**src/rtl/temp_pkg.sv**
```systemverilog
// temp_pkg
//   Shared definitions for the temperature level selector and the buzzer
//   stage downstream of it: the 2-bit level type, the four level codes and
//   a threshold classification helper.
//   The buzzer compares its sel input against LVL_HOT.
package temp_pkg;

   typedef logic [1:0] level_t;

   localparam level_t LVL_COLD   = 2'b00;
   localparam level_t LVL_NORMAL = 2'b01;
   localparam level_t LVL_WARM   = 2'b10;
   localparam level_t LVL_HOT    = 2'b11;

   // Maps a sample onto a level using three ascending lower bounds.
   function automatic level_t classify(input int unsigned t,
                                       input int unsigned th_cold,
                                       input int unsigned th_warm,
                                       input int unsigned th_hot);
      level_t lvl;
      if (t >= th_hot)       lvl = LVL_HOT;
      else if (t >= th_warm) lvl = LVL_WARM;
      else if (t >= th_cold) lvl = LVL_NORMAL;
      else                   lvl = LVL_COLD;
      return lvl;
   endfunction

endpackage

```
**src/rtl/temp_watchdog.sv**
```systemverilog
// temp_watchdog
//   Stale-data watchdog. Counts cycles since the last kick, saturating at
//   TIMEOUT_CYC. stale rises the cycle after the count has reached
//   TIMEOUT_CYC and drops the cycle after the next kick. A kick on the
//   expiry cycle wins, so stale never rises in that case.
// Ports:
//   clk    in   clock, posedge
//   rst_n  in   synchronous active-low reset
//   kick   in   one-cycle strobe: fresh data arrived
//   stale  out  registered watchdog-expired flag
module temp_watchdog #(
   parameter int unsigned TIMEOUT_CYC = 50_000_000
) (
   input  logic clk,
   input  logic rst_n,
   input  logic kick,
   output logic stale
);

   localparam int CNT_W = $clog2(TIMEOUT_CYC + 1);
   localparam logic [CNT_W-1:0] CNT_MAX = CNT_W'(TIMEOUT_CYC);

   logic [CNT_W-1:0] cnt_reg;
   logic             stale_reg;

   always_ff @(posedge clk) begin
      if (!rst_n) begin
         cnt_reg   <= '0;
         stale_reg <= 1'b0;
      end else if (kick) begin
         cnt_reg   <= '0;
         stale_reg <= 1'b0;
      end else if (cnt_reg == CNT_MAX) begin
         // Count holds at its ceiling; expiry is only flagged from here.
         stale_reg <= 1'b1;
      end else begin
         cnt_reg <= cnt_reg + 1'b1;
      end
   end

   assign stale = stale_reg;

endmodule

```
**src/rtl/temp_level_sel.sv**
```systemverilog
// temp_level_sel
//   Classifies temperature samples into four levels for the buzzer stage,
//   with downward hysteresis, a persistence filter and a stale watchdog
//   that forces the hot level when the sensor goes quiet.
//   Optional feature macro: TEMP_HYST_EN. When defined, a level is only
//   left downward once the sample falls HYST below the bound; when
//   undefined, the same bounds apply in both directions.
// Ports:
//   clk         in   clock, posedge
//   rst_n       in   synchronous active-low reset
//   temp_valid  in   one-cycle strobe, temp valid this cycle
//   temp        in   DATA_W unsigned sample
//   sel         out  level to buzzer (00 cold, 01 normal, 10 warm, 11 hot)
//   level_chg   out  one-cycle pulse when the stored level changes
//   stale       out  high while the watchdog has expired
module temp_level_sel
   import temp_pkg::*;
#(
   parameter int unsigned DATA_W      = 8,
   parameter int unsigned T_COLD      = 15,
   parameter int unsigned T_WARM      = 30,
   parameter int unsigned T_HOT       = 40,
   parameter int unsigned HYST        = 2,
   parameter int unsigned PERSIST     = 4,
   parameter int unsigned TIMEOUT_CYC = 50_000_000
) (
   input  logic              clk,
   input  logic              rst_n,
   input  logic              temp_valid,
   input  logic [DATA_W-1:0] temp,
   output logic [1:0]        sel,
   output logic              level_chg,
   output logic              stale
);

`ifdef TEMP_HYST_EN
   localparam int unsigned DN_HYST = HYST;
`else
   // Hysteresis disabled: the downward band collapses to zero.
   localparam int unsigned DN_HYST = 0 * HYST;
`endif

   // Downward bounds are elaboration-time constants; HYST < T_COLD keeps
   // them from wrapping.
   localparam int unsigned DN_COLD = T_COLD - DN_HYST;
   localparam int unsigned DN_WARM = T_WARM - DN_HYST;
   localparam int unsigned DN_HOT  = T_HOT  - DN_HYST;

   localparam int PCNT_W = $clog2(PERSIST + 1);
   localparam logic [PCNT_W-1:0] PCNT_TGT = PCNT_W'(PERSIST);

   level_t            level_reg;
   level_t            prev_cand_reg;
   logic [PCNT_W-1:0] pcnt_reg;
   logic              chg_reg;
   logic              stale_w;

   level_t            up_lvl;
   level_t            dn_lvl;
   level_t            cand;
   logic [PCNT_W-1:0] run_next;

   temp_watchdog #(
      .TIMEOUT_CYC(TIMEOUT_CYC)
   ) u_watchdog (
      .clk  (clk),
      .rst_n(rst_n),
      .kick (temp_valid),
      .stale(stale_w)
   );

   always_comb begin
      up_lvl = classify(32'(temp), T_COLD, T_WARM, T_HOT);
      dn_lvl = classify(32'(temp), DN_COLD, DN_WARM, DN_HOT);

      // Falling uses the relaxed bounds, rising the plain ones.
      cand = level_reg;
      if (dn_lvl < level_reg)      cand = dn_lvl;
      else if (up_lvl > level_reg) cand = up_lvl;

      // A run continues only while the same candidate keeps repeating.
      run_next = PCNT_W'(1);
      if ((pcnt_reg != '0) && (cand == prev_cand_reg))
         run_next = pcnt_reg + 1'b1;
   end

   // The filter only advances on valid samples, and a valid sample always
   // clears stale in the same cycle, so the filter is naturally frozen
   // for the whole stale period.
   always_ff @(posedge clk) begin
      if (!rst_n) begin
         level_reg     <= LVL_NORMAL;
         prev_cand_reg <= LVL_NORMAL;
         pcnt_reg      <= '0;
         chg_reg       <= 1'b0;
      end else begin
         chg_reg <= 1'b0;
         if (temp_valid) begin
            prev_cand_reg <= cand;
            if (cand == level_reg) begin
               pcnt_reg <= '0;
            end else if (run_next == PCNT_TGT) begin
               level_reg <= cand;
               pcnt_reg  <= '0;
               chg_reg   <= 1'b1;
            end else begin
               pcnt_reg <= run_next;
            end
         end
      end
   end

   // Built only from registers: no combinational path from the inputs.
   assign sel       = stale_w ? LVL_HOT : level_reg;
   assign level_chg = chg_reg;
   assign stale     = stale_w;

endmodule

```
**config.mk**
```make
export PLATFORM = sky130hd
export DESIGN_NAME = temp_level_sel
export DESIGN_NICKNAME = d
export VERILOG_FILES = /design/src/rtl/temp_pkg.sv /design/src/rtl/temp_watchdog.sv /design/src/rtl/temp_level_sel.sv
export SDC_FILE = /design/constraint.sdc
export NUM_CORES = 1
export LEC_CHECK = 0
export CORE_MARGIN = 2
export CORE_UTILIZATION = 57
export DETAILED_ROUTE_END_ITERATION = 7
export PLACE_DENSITY_LB_ADDON = 0.1
export SLEW_MARGIN = 20
export SYNTH_ARGS = -nofsm -noshare
export SYNTH_HDL_FRONTEND = slang
export SYNTH_SLANG_ARGS = --single-unit
```
**constraint.sdc**
```tcl
create_clock -name clk -period 10.02 [get_ports clk]
set_clock_uncertainty 0.2 [all_clocks]
set_input_delay 3.006 -clock clk [delete_from_list [all_inputs] [get_ports clk]]
set_output_delay 3.006 -clock clk [all_outputs]
set_load 0.005 [all_outputs]
```
Run 1, supply network:
The bar under the picture is 20 um long. Pins as bars on the die edge. Tap cells in gray.
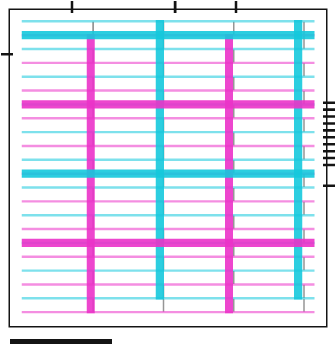
legend:
  cyan:
    net: VDD
  magenta:
    net: VSS
met5 straps: 4
signal pins: 15
met1 rails: 22
tap cells: 46
rows: 21
Die W: 62.1 um
core area: 0.00328 sq mm
die y size: 62.1 um
Peak VDD IR: 0.0772 mV

Run 1, cell classes on the final placement:
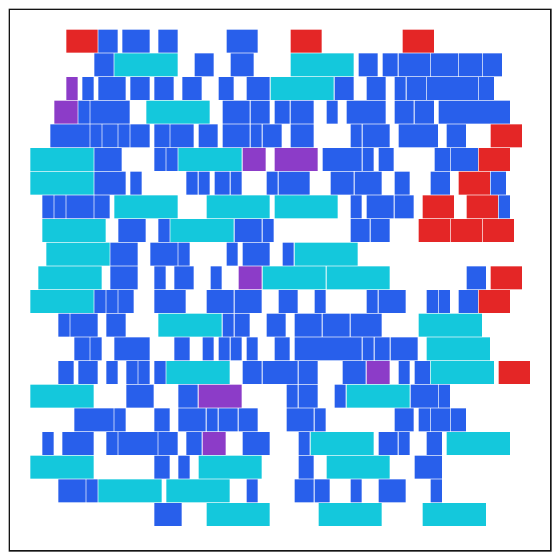
legend:
  cyan:
    class: sequential cells
    cells: 35
  red:
    class: remaining buffers and delay cells
    cells: 14
  purple:
    class: clock drivers and dummy loads
    cells: 8
  blue:
    class: combinational and other logic
    cells: 190
Row Count: 21
post-route cell area: 0.00218 sq mm
Final Core Density: 66.4%
fraction of area in registers: 32.1%

Run 1, clock distribution:
The bar under the picture is 20 um long.
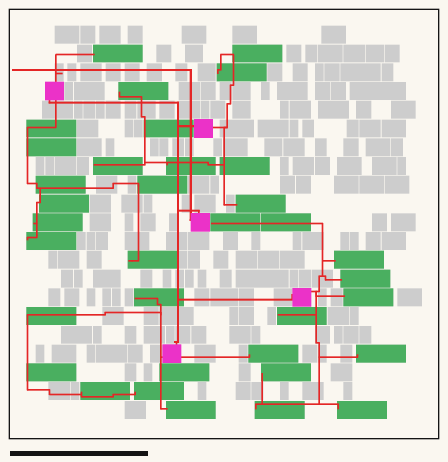
legend:
  magenta:
    item: clock drivers
    count: 5
  green:
    item: flip-flops
    count: 35
  red:
    item: clock wires
    length: 438 um
flops lie: spread over the die
clk latency late pin: 0.34 ns
Clock net power: 0.0873 mW
clock power share: 34.9%

[run 1: where the power goes]
group / switching, mW / internal, mW
clock: 0.0461 / 0.0413
sequential: 0.00120 / 0.140
combinational: 0.0117 / 0.00974
total: 0.0590 / 0.191
[run 1: stage by stage]
step	instances	hold slack, ns	power, mW
2_1_floorplan	227	0.254	0.158
3_3_place_gp	285	0.272	0.166
3_5_place_dp	285	0.280	0.166
4_1_cts	293	0.296	0.252
5_1_grt	293	0.318	0.261
6_report	293	0.296	0.250
[run 1: final timing paths]
check | startpoint | end | slack [ns] | cells after the start
min reg2reg | pcnt_reg[1]$_SDFFE_PN0P_ | pcnt_reg[1]$_SDFFE_PN0P_ | 0.30 | 2
min | pcnt_reg[1]$_SDFFE_PN0P_ | pcnt_reg[1]$_SDFFE_PN0P_ | 0.30 | 2
max reg2reg | level_reg[1]$_SDFFE_PN0P_ | pcnt_reg[2]$_SDFFE_PN0P_ | 7.50 | 8
max | temp[4] | pcnt_reg[2]$_SDFFE_PN0P_ | 4.29 | 11
[run 1: critical path: stages]
cell	delay (ns)
clkdlybuf4s50_1	0.45
or3b_1	0.43
mux2i_4	0.19
nor2b_1	0.07
ha_1	0.19
nor2b_1	0.28
a2111oi_0	0.12
a211oi_1	0.30
or2_0	0.32
nor4_1	0.11
o31a_1	0.28
[run 1: cells by family after synthesis]
logic type,share of synthesized area (%)
AND-OR/OR-AND,10.9
XOR/XNOR,10.5
adder cells (fa/ha/maj),4.56
buffers and inverters,2.73
flip-flops,36.5
multiplexers,2.73
AND/OR/NAND/NOR,32.2
[run 1: placed cells by master (no fill, tap or decap), drive strengths merged, types with 3 or more instances in the layout]
master and instances:
o21ai 7, xor2 15, nor3 5, and2 4
mux2i 4, nand2b 5, a21oi 6, inv 12
nand3 11, dfxtp 35, nand4 8, nor4 5
clkbuf 8, and3 3, nand2 17, clkdlybuf4s50 14
or2 4, nor2 33, or3 4, nor2b 7
ha 7, o31ai 3, xnor2 8
[run 1: per-layer routing]
| metal | up-vias | wire length (um) | global-route usage [%] | part of all wire [%] |
|---|---|---|---|---|
| li1 | 832 | - | - | - |
| met1 | 736 | 1910 | 29.0 | 53 |
| met2 | 21 | 1510 | 30.7 | 42 |
| met3 | 7 | 155 | 6.00 | 4.3 |
| met4 | 0 | 56 | 8.51 | 1.5 |
| met5 | - | 0 | 0 | 0 |
[run 1: final cells by class]
type / count / area (sq um)
well taps: 46 / 57.6
multi-input cells: 178 / 1170
fillers: 287 / 1100
repair buffers: 14 / 140
clock buffers: 8 / 68.8
inverters: 12 / 45.0
flip-flops and latches: 35 / 701
==> job_summary.md, run 1 <==
### Flow metrics

| Metric | Value |
|---|---|
| Top cells by instance count after synthesis | dfxtp_1, nor2_1, nand2_1 |
| Main area contributors | dfxtp_1, xor2_1, nor2_1 |
| Post-place setup slack | 3.99 ns |
| Setup TNS | 0 ns |
| Flops after synth | 35 |
| Antenna violations before repair | 0 |
| Tool warnings | 29 |
| RSZ-0062 raised after global routing | no |
| Most numerous cell in the Yosys netlist | dfxtp_1 |
| Vias in the first global route | 1396 |
| CTS Buffer Depth | 2 |
| Hold Buf Count CTS | 0 |
| Dominant synthesized flop cell | dfxtp_1 |
| HP Class | reg2reg |
| Drt initial violations | ~79 |
| Number of flip-flops in the largest register | 26 |
| Sequential share of the synthesized area | 36.5% |
| Drt wl/cell | between 10 and 15 um |
| Flip-flops with a built-in enable | 0 |
| Mapped Cells | 227 |
| Startpoint types | primary input |
| Fmax | 0.174 GHz |
| Async set-reset flop share out of synthesis | 0% |
| Max-cap violations | 0 |
| PwrDens | 115 mW/mm^2 |
| Grt ovf | 0 |
| Post-CTS Setup Bufs | 0 |
| Unique cell types | 43 |
| Status | finished clean |
| DRT Wirelength | 3.64 mm |
| Post-Syn Area | 0.00192 sq mm |
| Largest net degree at the start of global routing | 28 |
| CTS root buf | clkbuf_4 |
| Clock slew at reported path FFs | 0.10 ns |
| Maximum net fanout on the critical path | 5 |
| Fp util | 58.5% |
| Setup crit end kind | register |
| Post-CTS Resized | 0 |
| Drt pass-1 iters | 4 |
| Worst-margin pin slew | 0.869 ns |
| CTS tree | done |
| TritonCTS buffer count | 5 |
| Hold Fails Final Rpt | 0 |
| Post-synth top area cell | dfxtp_1 |
| # IOs | 15 |
| Final period util | 57.2% |
Run 1, routed metal, one color a layer:
The bar under the picture is 20 um long. Only two layers are drawn.
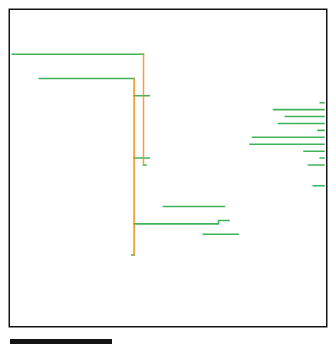

==> inputs of run 2 (changes only) <==
- clock period: 10.02 -> 5.7 ns (I/O delays scaled with it)
Run 2, routed metal, one color a layer:
The bar under the picture is 20 um long. Only two layers are drawn.
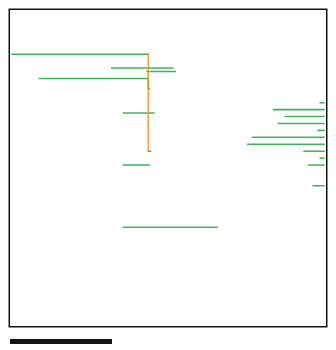
legend:
  orange:
    layer: metal 4
    wire_length: 19.0 um
  green:
    layer: metal 3
    wire_length: 165 um
drt wl/cell: 12.4 um
Tot GR Track Use: 20.7%
vias post-DR: 1581
DRT Wirelength: 3.63 mm

==> job_summary.md, run 2 <==
### Flow metrics

| Metric | Value |
|---|---|
| Hold Fails Final Rpt | 0 (unchanged) |
| Core area | 0.00328 sq mm (unchanged) |
| Die y size | 62.1 um (unchanged) |
| Post-Syn Area | 0.00192 sq mm (unchanged) |
| Worst-path cell chain | clkdlybuf4s50_1 > or3b_1 > mux2i_4 > nor2b_1 > ha_1 > nor2b_1 > a2111oi_0 > a211oi_1 > or2_0 > nor4_1 > o31a_1 (unchanged) |
| Mapped Cells | 227 (unchanged) |
| Unique cell types | 43 (unchanged) |
| Async set-reset flop share out of synthesis | 0% (unchanged) |
| Vias in the first global route | 1394 (was 1396) |
| CTS tree | done (unchanged) |
| Hold Worst Slack | 0.292 ns (was 0.296 ns) |
| Row Count | 21 (unchanged) |
| Most numerous cell in the Yosys netlist | dfxtp_1 (unchanged) |
| Comb power frac | 8.6% (about the same) |
| Crit path buf inv count | 1 (unchanged) |
| Flops after synth | 35 (unchanged) |
| Worst-margin pin slew | 0.869 ns (about the same) |
| Status | finished clean (unchanged) |
| Highest-count logic cell in the final layout | dfxtp_1 (unchanged) |
| CTS Buffer Depth | 2 (unchanged) |
| Grt ovf | 0 (unchanged) |
| Final period util | 77.6% |
| Clock power share | 34.8% (was 34.9%) |
| Antenna violations before repair | 0 (unchanged) |
| Max-cap violations | 0 (unchanged) |
| Post-CTS Setup Bufs | 0 (unchanged) |
| Fp util | 58.5% (unchanged) |
| Crit-path max cell delay | 0.45 ns (about the same) |
| CTS root buf | clkbuf_4 (unchanged) |
| Setup crit end kind | register (unchanged) |
| # IOs | 15 (unchanged) |
| Post-synth top area cell | dfxtp_1 (unchanged) |
| Setup TNS | 0 ns (unchanged) |
| Clk latency late pin | 0.34 ns (about the same) |
| CP dominant cell by count | nor2b_1 (unchanged) |
| Dominant synthesized flop cell | dfxtp_1 (unchanged) |
| Sequential share of the synthesized area | 36.5% (unchanged) |
| Drt initial violations | 61 (was 79) |
| CP max stage cell | clkdlybuf4s50_1 (unchanged) |
| Main area contributors | dfxtp_1, xor2_1, nor2_1 (unchanged) |
| Drt pass-1 iters | 4 (unchanged) |
Run 2, clock routing:
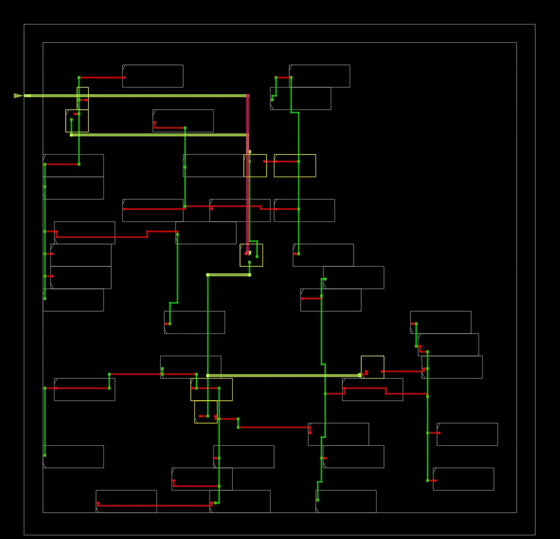
clock buf count: 8
Clock net power: 0.153 mW
TritonCTS buffer count: 5
Num Clock Sinks: 35

[run 2: cell counts in the layout (fill, tap and decap cells not counted)]
Identical to the previous run, type by type.
[run 2: per-stage QoR]
step / instance area, sq um / power, mW / util, % / setup WS (ns) / std cells
2_1_floorplan: 1920 / 0.278 / - / 1.66 / 227
3_3_place_gp: 2110 / 0.292 / 64.3 / 0.992 / 285
3_5_place_dp: 2110 / 0.292 / 64.3 / 0.972 / 285
4_1_cts: 2180 / 0.443 / 66.4 / 1.32 / 293
5_1_grt: 2180 / 0.458 / 66.4 / 1.07 / 293
6_report: 2180 / 0.440 / 66.4 / 1.28 / 293
[run 2: cell type report]
| cell class | instances | area (sq um) | share of cell area (%) |
|---|---|---|---|
| timing repair buffer | 14 | 140 | 6.43 |
| inverter | 12 | 45.0 | 2.07 |
| clock buffer | 8 | 68.8 | 3.16 |
| multi-input combinational | 178 | 1170 | 53.6 |
| sequential | 35 | 701 | 32.1 |
| tap | 46 | 57.6 | 2.64 |
[run 2: layer usage]
| layer | GRT usage, % | vias to the layer above | share of wire [%] |
|---|---|---|---|
| met3 | 6.00 | 2 | 4.5 |
| met2 | 31.8 | 24 | 43 |
| li1 | - | 830 | - |
| met1 | 27.6 | 725 | 52 |
| met5 | 0 | - | 0 |
| met4 | 7.60 | 0 | 0.52 |
[run 2: final timing paths]
check | startpoint | endpoint | slack (ns) | depth (start not counted)
worst min-delay path | pcnt_reg[1]$_SDFFE_PN0P_ | pcnt_reg[1]$_SDFFE_PN0P_ | 0.29 | 2
worst max-delay path | temp[4] | pcnt_reg[2]$_SDFFE_PN0P_ | 1.28 | 11
worst max register to register | level_reg[1]$_SDFFE_PN0P_ | pcnt_reg[2]$_SDFFE_PN0P_ | 3.20 | 8
worst min register to register | pcnt_reg[1]$_SDFFE_PN0P_ | pcnt_reg[1]$_SDFFE_PN0P_ | 0.29 | 2
[run 2: worst min-delay path: stages, from the launching register on]
cell	delay, ns
dfxtp_1	0.33
nand2_1	0.06
a21oi_1	0.05
[run 2: cell families after synthesis]
family          synth area share (%)
simple gates                    32.2
flops                           36.5
compound gates                  10.9
xor+xnor                        10.5
buf+inv                         2.73
fa+ha+maj                       4.56
mux                             2.73
[run 2: power by group through the flow]
stage	combinational, mW	clock [mW]	sequential [mW]
after CTS	0.0377	0.157	0.249
after global routing	0.0427	0.166	0.249
after global placement	0.0373	0	0.254
after detailed placement	0.0375	0	0.254
final	0.0379	0.153	0.249
after floorplan	0.0238	0	0.254
No activity file was given, so power comes from the tool's default toggle rates.
